==> run_1/floorplan.png <==
Scale bar: 10 um. Pins as bars on the die edge. Tap cells in gray.
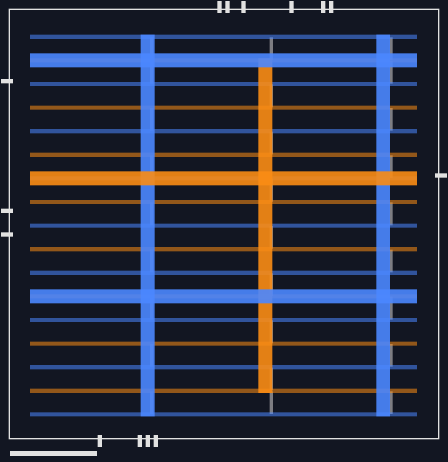
==> run_1/class_map.png <==
Scale bar: 10 um.
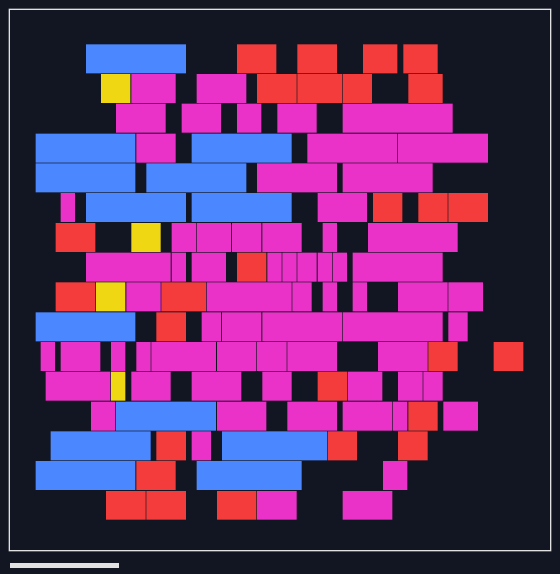
==> run_1/clock_wires.png <==
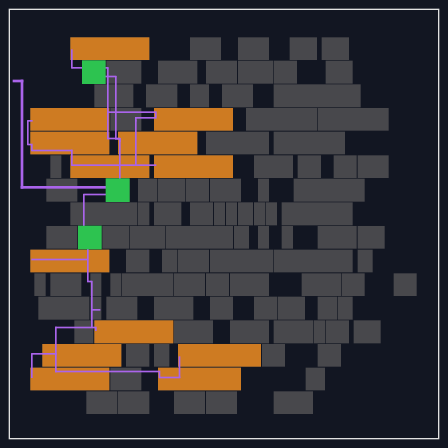
==> run_1/layers.png <==
Scale bar: 10 um. Two of the layers only.
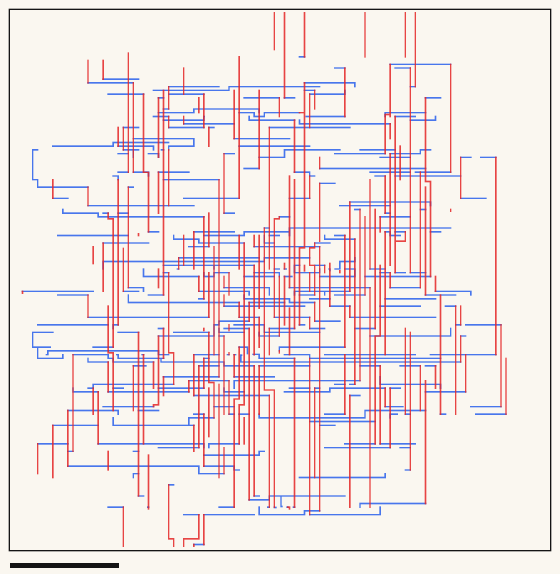
===== config.mk =====
export PLATFORM = sky130hd
export DESIGN_NAME = rr_arbiter4_flat
export DESIGN_NICKNAME = d
export VERILOG_FILES = /design/src/rtl/arb_pkg.sv /design/src/rtl/rr_arbiter4_if.sv /design/src/rtl/onehot_enc4.sv /design/src/rtl/rr_arbiter4.sv /design/src/flat_wrapper.sv
export SDC_FILE = /design/constraint.sdc
export NUM_CORES = 1
export LEC_CHECK = 0
export ABC_CLOCK_PERIOD_IN_PS = 2600
export CORE_MARGIN = 2
export CORE_UTILIZATION = 45
export CTS_CLUSTER_SIZE = 8
export DETAILED_ROUTE_END_ITERATION = 7
export GPL_TIMING_DRIVEN = 0
export PLACE_DENSITY = 0.71
export SETUP_SLACK_MARGIN = 0.1
export SLEW_MARGIN = 10
export SYNTH_ARGS = -nofsm -noshare
export SYNTH_HDL_FRONTEND = slang
export SYNTH_SLANG_ARGS = --single-unit
export TNS_END_PERCENT = 10

===== constraint.sdc =====
create_clock -name clk -period 2.6 [get_ports clk]
set_clock_uncertainty 0.15 [all_clocks]
set_input_delay 0.52 -clock clk [delete_from_list [all_inputs] [get_ports clk]]
set_output_delay 0.52 -clock clk [all_outputs]
set_load 0.005 [all_outputs]

===== src/rtl/arb_pkg.sv =====
`default_nettype none
// +------------------------------------------------------------------+
// | Package     : arb_pkg                                            |
// | Description : Shared types and constants for the four-requester  |
// |               round-robin arbiter.                               |
// | Revision    : 1.0  initial release                               |
// +------------------------------------------------------------------+
package arb_pkg;

  localparam int NUM_REQ = 4;
  localparam int IDX_W   = 2;

  typedef enum logic [0:0] {
    IDLE  = 1'b0,
    GRANT = 1'b1
  } state_t;

  // One-hot grant pattern for each requester
  localparam logic [NUM_REQ-1:0] c_onehot_0 = 4'b0001;
  localparam logic [NUM_REQ-1:0] c_onehot_1 = 4'b0010;
  localparam logic [NUM_REQ-1:0] c_onehot_2 = 4'b0100;
  localparam logic [NUM_REQ-1:0] c_onehot_3 = 4'b1000;

endpackage : arb_pkg
`default_nettype wire


===== src/rtl/rr_arbiter4_if.sv =====
`default_nettype none
// +------------------------------------------------------------------+
// | Interface   : rr_arbiter4_if                                     |
// | Description : Request/grant bundle between the clients and the   |
// |               round-robin arbiter.                               |
// | Revision    : 1.0  initial release                               |
// +------------------------------------------------------------------+
interface rr_arbiter4_if;
  import arb_pkg::*;

  logic               en;
  logic [NUM_REQ-1:0] req;
  logic [NUM_REQ-1:0] gnt;
  logic [IDX_W-1:0]   gnt_idx;
  logic               gnt_valid;

  // Client side: drives requests and enable, observes the grant
  modport master (
    output en,
    output req,
    input  gnt,
    input  gnt_idx,
    input  gnt_valid
  );

  // Arbiter side
  modport slave (
    input  en,
    input  req,
    output gnt,
    output gnt_idx,
    output gnt_valid
  );

endinterface : rr_arbiter4_if
`default_nettype wire


===== src/rtl/onehot_enc4.sv =====
`default_nettype none
// +------------------------------------------------------------------+
// | Module      : onehot_enc4                                        |
// | Description : 4-bit one-hot to 2-bit index encoder. Any pattern  |
// |               that is not exactly one-hot encodes to zero.       |
// | Revision    : 1.0  initial release                               |
// +------------------------------------------------------------------+
module onehot_enc4
  import arb_pkg::*;
(
  input  logic [NUM_REQ-1:0] onehot,
  output logic [IDX_W-1:0]   idx
);

  // Map each legal one-hot pattern to its bit position
  always_comb begin
    idx = '0;
    case (onehot)
      c_onehot_0: idx = IDX_W'(0);
      c_onehot_1: idx = IDX_W'(1);
      c_onehot_2: idx = IDX_W'(2);
      c_onehot_3: idx = IDX_W'(3);
      default:    idx = '0;
    endcase
  end

endmodule : onehot_enc4
`default_nettype wire


===== src/rtl/rr_arbiter4.sv =====
`default_nettype none
// +------------------------------------------------------------------+
// | Module      : rr_arbiter4                                        |
// | Description : Four-requester round-robin arbiter with registered |
// |               one-hot and encoded grant and a hold-time limit    |
// |               that forces release of a long-running owner.       |
// | Revision    : 1.0  initial release                               |
// +------------------------------------------------------------------+
module rr_arbiter4
  import arb_pkg::*;
#(
  parameter int HOLD_MAX = 8
) (
  input  logic          clk,
  input  logic          rst_n,
  rr_arbiter4_if.slave  bus
);

  // A one-cycle limit never counts, but keep the counter at least one bit wide
  localparam int CNT_W = (HOLD_MAX > 1) ? $clog2(HOLD_MAX) : 1;
  localparam logic [CNT_W-1:0] c_hold_last = CNT_W'(HOLD_MAX - 1);

  state_t             r_state;
  state_t             w_state_next;
  logic [CNT_W-1:0]   r_hold_cnt;
  logic [CNT_W-1:0]   w_hold_cnt_next;
  logic [IDX_W-1:0]   r_last_idx;
  logic [IDX_W-1:0]   r_gnt_idx;
  logic [IDX_W-1:0]   w_gnt_idx_next;
  logic [NUM_REQ-1:0] r_gnt;
  logic [NUM_REQ-1:0] w_gnt_next;
  logic [NUM_REQ-1:0] w_pick;
  logic [IDX_W-1:0]   w_scan_idx;
  logic               r_gnt_valid;
  logic               w_issue;
  logic               w_owner_req;

  // Rotating priority: scan from last_idx+1 upward; walking the offsets from
  // farthest to nearest lets the nearest requesting client win the last write.
  always_comb begin
    w_pick     = '0;
    w_scan_idx = '0;
    for (int i = NUM_REQ; i >= 1; i--) begin
      w_scan_idx = r_last_idx + IDX_W'(i);
      if (bus.req[w_scan_idx]) begin
        w_pick = NUM_REQ'(1) << w_scan_idx;
      end
    end
  end

  assign w_owner_req = bus.req[r_gnt_idx];

  // Next-state, next-grant and hold counter; only the owner's request matters in GRANT
  always_comb begin
    w_state_next    = r_state;
    w_gnt_next      = r_gnt;
    w_hold_cnt_next = r_hold_cnt;
    w_issue         = 1'b0;
    case (r_state)
      IDLE: begin
        w_gnt_next = '0;
        if (bus.en && (|bus.req)) begin
          w_state_next    = GRANT;
          w_gnt_next      = w_pick;
          w_hold_cnt_next = '0;
          w_issue         = 1'b1;
        end
      end
      GRANT: begin
        if (!bus.en || !w_owner_req || (r_hold_cnt == c_hold_last)) begin
          w_state_next    = IDLE;
          w_gnt_next      = '0;
          w_hold_cnt_next = '0;
        end else begin
          w_hold_cnt_next = r_hold_cnt + 1'b1;
        end
      end
      default: begin
        w_state_next    = IDLE;
        w_gnt_next      = '0;
        w_hold_cnt_next = '0;
      end
    endcase
  end

  // Index derived from the same next-grant vector that is registered as gnt
  onehot_enc4 u_enc (
    .onehot (w_gnt_next),
    .idx    (w_gnt_idx_next)
  );

  // State, grant outputs and rotation pointer; last_idx moves only on a new grant
  always_ff @(posedge clk or negedge rst_n) begin
    if (!rst_n) begin
      r_state     <= IDLE;
      r_gnt       <= '0;
      r_gnt_idx   <= '0;
      r_gnt_valid <= 1'b0;
      r_hold_cnt  <= '0;
      r_last_idx  <= IDX_W'(NUM_REQ - 1);
    end else begin
      r_state     <= w_state_next;
      r_gnt       <= w_gnt_next;
      r_gnt_idx   <= w_gnt_idx_next;
      r_gnt_valid <= |w_gnt_next;
      r_hold_cnt  <= w_hold_cnt_next;
      if (w_issue) begin
        r_last_idx <= w_gnt_idx_next;
      end
    end
  end

  assign bus.gnt       = r_gnt;
  assign bus.gnt_idx   = r_gnt_idx;
  assign bus.gnt_valid = r_gnt_valid;

endmodule : rr_arbiter4
`default_nettype wire

===== src/flat_wrapper.sv =====
// flat-port wrapper written by rule: the top's interface ports become plain ports
module rr_arbiter4_flat import arb_pkg::*;
#(
  parameter int HOLD_MAX = 8
)
  (clk, rst_n, bus_en, bus_req, bus_gnt, bus_gnt_idx, bus_gnt_valid);
  rr_arbiter4_if bus_i ();
  input  logic clk;
  input  logic rst_n;
  input wire logic [$bits(bus_i.en)-1:0] bus_en;
  input wire logic [$bits(bus_i.req)-1:0] bus_req;
  output wire logic [$bits(bus_i.gnt)-1:0] bus_gnt;
  output wire logic [$bits(bus_i.gnt_idx)-1:0] bus_gnt_idx;
  output wire logic [$bits(bus_i.gnt_valid)-1:0] bus_gnt_valid;
  assign bus_i.en = bus_en;
  assign bus_i.req = bus_req;
  assign bus_gnt = bus_i.gnt;
  assign bus_gnt_idx = bus_i.gnt_idx;
  assign bus_gnt_valid = bus_i.gnt_valid;
  rr_arbiter4 #(.HOLD_MAX(HOLD_MAX)) u_core (.clk(clk), .rst_n(rst_n), .bus(bus_i));
endmodule

==> impl_metrics.csv, run 1 <==
group,metric,value,unit
final_timing,tns,-545,ps
synth,syn-cell-area,925,um2
final_layout,final_common_cell,"buf_4",
synth,synth-adder-area-share,12.2,%
placed_design,pre_cts_ws,-553,ps
worst_setup_path,path_cells,"clkdlybuf4s50_1, mux4_2, buf_4, a21oi_2, o21ai_0, a222oi_1, buf_4, inv_1, nor3_2",
final_layout,n_antenna_cell,0,
detailed_routing,routed_wl,2190,um
final_layout,area_growth,44.0,%
placed_design,dpl.hpwl,1410,um
final_layout,fillers,148,
final_layout,ff_latch_area,328,um2
detailed_routing,wire_per_inst,15.9,um
synth,top_area_share,29.8,%
placed_design,gp_congestion,0.878,
worst_setup_path,crit_fanout,6,
synth,avgSynthCellArea,11.4,um2
placed_design,portBuffers,13,
pwr,powerDensity,1130,mW/mm2
final_timing,setup_viol,5,
run_status,failed_checks,"negative setup slack",
pwr,p_leak,0.619,nW
grt,grt_start_max_net_pins,14,
detailed_routing,drcViolationCount,0,
worst_setup_path,cpPeakStageDelay,540,ps
final_timing,setup_slack,-133,ps
synth,yosysSeqAreaShare,35.5,%
synth,ys_types,36,
synth,flop_cell,"dfrtp_1",
run_status,status,"complete, but fails checks",
worst_setup_path,crit_top_cell,"buf_4",
synth,ys.flops,13,
detailed_routing,dr.pass1.iters,4,
pwr,ir_worst_vdd,0.736,mV
grt,grt_pass1_vias,775,
grt,grt_pass1_wl,3750,um
final_timing,final_hold_viol_count,0,
worst_setup_path,cp-startpoint,"bus_req[2]",
clock_tree,cts.hold.buffers_added,0,
floorplanning,die_w,49.3,um
Back to the opening pictures, floorplan.png:
- VDD: orange
- VSS: blue
- signal pins: 14
- tap cells: 27
- rows: 16
- met4 straps: 3
- met1 rails: 17

Back to the opening pictures, class_map.png:
- remaining logic cells: magenta (cells 67; share of their area 54%)
- remaining buffers and delay cells: red (cells 27; share of their area 18%)
- clock drivers and dummy loads: yellow (cells 4; share of their area 2.0%)
- sequential cells: blue (cells 13; share of their area 25%)

Back to the opening pictures, clock_wires.png:
- clock-net drivers: green (count 3)
- clock wires: purple (length 150 um)
- flip-flops: orange (count 13)
- routed clock nets: 4

Back to the opening pictures, layers.png:
- M2: red (wire length 1,110 um)
- M1: blue (wire length 984 um)

run 1: metal layers:
layer / part of all wire (%) / track usage, %
met1: 45 / 26.8
met2: 51 / 32.0
met3: 3.8 / 2.76
met4: 0.55 / 7.14
met5: 0 / 0
run 1: metrics by stage:
stage | util, % | power (mW) | hold slack, ps | instance area [um2]
finish | 68.6 | 1.51 | 361 | 1330
global route | 68.6 | 1.61 | 375 | 1330
CTS | 67.0 | 1.44 | 357 | 1300
detailed placement | 57.4 | 1.06 | 343 | 1110
global placement | 57.4 | 1.06 | 339 | 1110
floorplan | - | 0.855 | 74.4 | 951
run 1: state kept, by name, indices dropped and copies added (netlist names):
signal and flops:
u_core.r_hold_cnt 3, u_core.bus.gnt_valid 1, u_core.r_last_idx 2, u_core.r_state 1
u_core.bus.gnt_idx 2, u_core.bus.gnt 4
run 1: synth_stat cells, types with 2 or more instances:
| master | number |
|---|---|
| a211oi_1 | 2 |
| a21o_1 | 2 |
| a222oi_1 | 2 |
| a22o_1 | 2 |
| a22o_2 | 2 |
| a31oi_1 | 2 |
| dfrtp_1 | 11 |
| dfstp_2 | 2 |
| ha_1 | 9 |
| inv_1 | 10 |
| mux4_2 | 4 |
| nand2_1 | 4 |
| nand3_1 | 2 |
| nor3_1 | 2 |
| o21ai_0 | 3 |
| xnor2_1 | 2 |
run 1: cells by family (layout without fill, tap and decap cells):
family | count (synthesis) | after routing
AOI/OAI and AO/OA | 22 | 22
xor gates and xnor gates | 2 | 2
DFF | 13 | 13
and+or+nand+nor | 17 | 17
buffers and inverters | 11 | 41
adders and majority gates | 9 | 9
muxes | 7 | 7
run 1: power breakdown:
group,switching [mW],internal (mW)
combinational,0.519,0.542
sequential,0.0477,0.276
clock,0.0609,0.0593
total,0.628,0.877
run 1: worst max-delay path: cells and delay by family:
family,cells,cell delay [ps]
compound gates,3,560
buf+inv,4,950
mux,1,540
simple gates,1,200
run 1: area by class of cell:
cell class | count | area share, %
plain buffers | 1 | 0.846
repair buffers | 26 | 17.1
flip-flops and latches | 13 | 24.6
well taps | 27 | 2.54
inverters | 10 | 3.20
clock buffers | 4 | 1.97
multi-input cells | 57 | 49.7
run 1: final timing paths:
check | slack (ps) | end | cells past startpoint
worst max register to register | -130 | u_core.bus.gnt_idx[0] | 7
min in group asynchronous | 460 | u_core.bus.gnt[0] | 1
worst min register to register | 360 | u_core.r_hold_cnt[1] | 1
worst min-delay path | 360 | u_core.r_hold_cnt[1] | 1
worst max-delay path | -130 | u_core.bus.gnt_idx[0] | 9
max in group asynchronous | 1470 | u_core.r_last_idx[0] | 1
run 1: what timing repair did:
item / CTS / global route
gates resized: 18 / 4
pin swaps: 10 / 6
endpoints found under the setup margin: 9 / 9
buffers inserted: 11 / 2
cloned: 0 / 0
==> run 2, diff against run 1 <==
--- a/config.mk
+++ b/config.mk
@@ -8,7 +8,7 @@
 export ABC_CLOCK_PERIOD_IN_PS = 2600
 export CORE_MARGIN = 2
 export CORE_UTILIZATION = 45
-export CTS_CLUSTER_SIZE = 8
+export CTS_CLUSTER_SIZE = 14
 export DETAILED_ROUTE_END_ITERATION = 7
 export GPL_TIMING_DRIVEN = 0
 export PLACE_DENSITY = 0.71
==> constraint.sdc (replaced) <==
create_clock -name clk -period 2.6 [get_ports clk]
set_clock_uncertainty 0.15 [all_clocks]
set_input_delay 0.52 -clock clk [delete_from_list [all_inputs] [get_ports clk]]
set_output_delay 0.52 -clock clk [all_outputs]
set_load 0.01 [all_outputs]
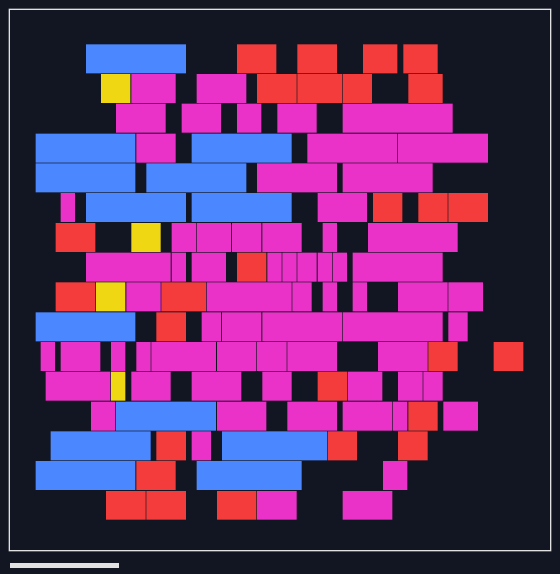
(run_2/class_map.png)
Scale bar: 10 um.
- remaining logic cells: magenta (cells 67; share of their area 54%)
- sequential cells: blue (cells 13; share of their area 25%)
- clock drivers and dummy loads: yellow (cells 4; share of their area 2.0%)
- remaining buffers and delay cells: red (cells 27; share of their area 18%)

==> impl_metrics.csv, run 2 <==
group,metric,value,unit
run_status,status,"complete, but fails checks",
run_status,failed_checks,"negative setup slack",
synth,ys.flops,13,
grt,grt_start_max_net_pins,14,
detailed_routing,dr.pass1.iters,4,
detailed_routing,drcViolationCount,0,
final_timing,setup_viol,5,
synth,syn-cell-area,925,um2
synth,avgSynthCellArea,11.4,um2
grt,grt_pass1_vias,775,
placed_design,pre_cts_ws,-553,ps
worst_setup_path,reg2reg_depth,7,
synth,top_area_share,29.8,%
final_timing,whs,361,ps
floorplanning,dieArea,0.00243,mm2
floorplanning,die_w,49.3,um
final_layout,postLayoutCellArea,0.00133,mm2
detailed_routing,wire_per_inst,15.9,um
final_layout,final_common_cell,"buf_4",
final_layout,fillers,148,
final_layout,drive_gt1_share,44.1,%
final_layout,n_antenna_cell,0,
worst_setup_path,r2r_slack,-130,ps
placed_design,gp_congestion,0.878,
pwr,p_leak,0.619,nW
final_layout,final_core_util,68.6,%
worst_hold_path,holdPathEnd,"u_core.r_hold_cnt[1]",
pwr,ir_worst_vdd,0.738,mV
grt,gr-usage-all-layers,19.7,%
worst_hold_path,holdCritPathClass,"reg -> reg",
grt,grt_pass1_wl,3750,um
synth,top_cell,"dfrtp_1",
placed_design,dpl.hpwl,1410,um
grt,gr-total-overflow,0,
worst_setup_path,rr_endpoint,"u_core.bus.gnt_idx[0]",
detailed_routing,routed_wl,2190,um
clock_tree,cts.hold.buffers_added,0,
synth,largest_area_cell,"dfrtp_1",
synth,common_cells,"11 x dfrtp_1, 10 x inv_1, 9 x ha_1, 4 x mux4_2, 4 x nand2_1",
final_timing,final_hold_viol_count,0,
placed_design,portBuffers,13,
synth,ys_types,36,
worst_setup_path,crit_fanout,6,
worst_hold_path,hold_depth,1,
final_timing,setup_slack,-133,ps
final_layout,area_growth,44.0,%
run 2: cell counts in the layout (fill, tap and decap cells not counted):
No cell type changed its count.
run 2: through the flow:
step                      total power [mW]  TNS [ps]
after floorplan                      0.870      -337
after global placement                1.07     -3320
after detailed placement              1.08     -3420
after CTS                             1.45      -316
after global routing                  1.62     -1100
final                                 1.52      -545
run 2: cell type report:
cell class / instances / area (um2) / share of cell area (%)
well taps: 27 / 33.8 / 2.54
flip-flops and latches: 13 / 328 / 24.6
inverters: 10 / 42.5 / 3.20
clock buffers: 4 / 26.3 / 1.97
repair buffers: 26 / 228 / 17.1
multi-input cells: 57 / 662 / 49.7
plain buffers: 1 / 11.3 / 0.846
run 2: cell families after synthesis:
kind of cell	Yosys count	share of synthesized area (%)
flip-flops	13	35.5
XOR/XNOR	2	1.89
multiplexers	7	14.9
AND-OR/OR-AND	22	19.4
AND/OR/NAND/NOR	17	11.0
buffers and inverters	11	5.28
adder cells (fa/ha/maj)	9	12.2
run 2: report_power, final:
| part | total (mW) | switching (mW) | internal, mW |
|---|---|---|---|
| clock network | 0.120 | 0.0609 | 0.0593 |
| registers | 0.324 | 0.0477 | 0.276 |
| logic | 1.08 | 0.534 | 0.543 |
run 2: worst max path at each step:
| stage | from | to | slack [ps] | depth (start not counted) |
|---|---|---|---|---|
| after floorplan | u_core.r_last_idx[0] | u_core.bus.gnt_idx[1] | -100 | 7 |
| after global placement | bus_req[1] | u_core.bus.gnt_idx[0] | -560 | 7 |
| after detailed placement | bus_req[1] | u_core.bus.gnt_idx[0] | -550 | 7 |
| after CTS | u_core.r_last_idx[0] | u_core.bus.gnt_idx[0] | -110 | 8 |
| after global routing | bus_req[2] | u_core.bus.gnt_idx[0] | -230 | 9 |
| final | bus_req[2] | u_core.bus.gnt_idx[0] | -130 | 9 |
run 2: metal layers:
| layer | GRT usage, % | routed length, um | vias to the layer above |
|---|---|---|---|
| met2 | 32.0 | 1110 | 20 |
| li1 | - | - | 363 |
| met1 | 26.8 | 983 | 411 |
| met3 | 2.76 | 84 | 2 |
| met5 | 0 | 0 | - |
| met4 | 7.14 | 12 | 0 |
run 2: repair_timing:
| item | 4_1_cts | 5_1_grt |
|---|---|---|
| gates cloned | 0 | 0 |
| endpoints found under the setup margin | 9 | 9 |
| resized | 18 | 4 |
| pin swaps | 10 | 6 |
| hold endpoints to repair | 0 | 0 |
| buffers inserted | 11 | 2 |
run 2: worst max-delay path, stage by stage:
cell and delay, ps:
clkdlybuf4s50_1 520, mux4_2 540, buf_4 160, a21oi_2 90, o21ai_0 130, a222oi_1 340
buf_4 210, inv_1 60, nor3_2 200
No activity file was given, so power comes from the tool's default toggle rates.
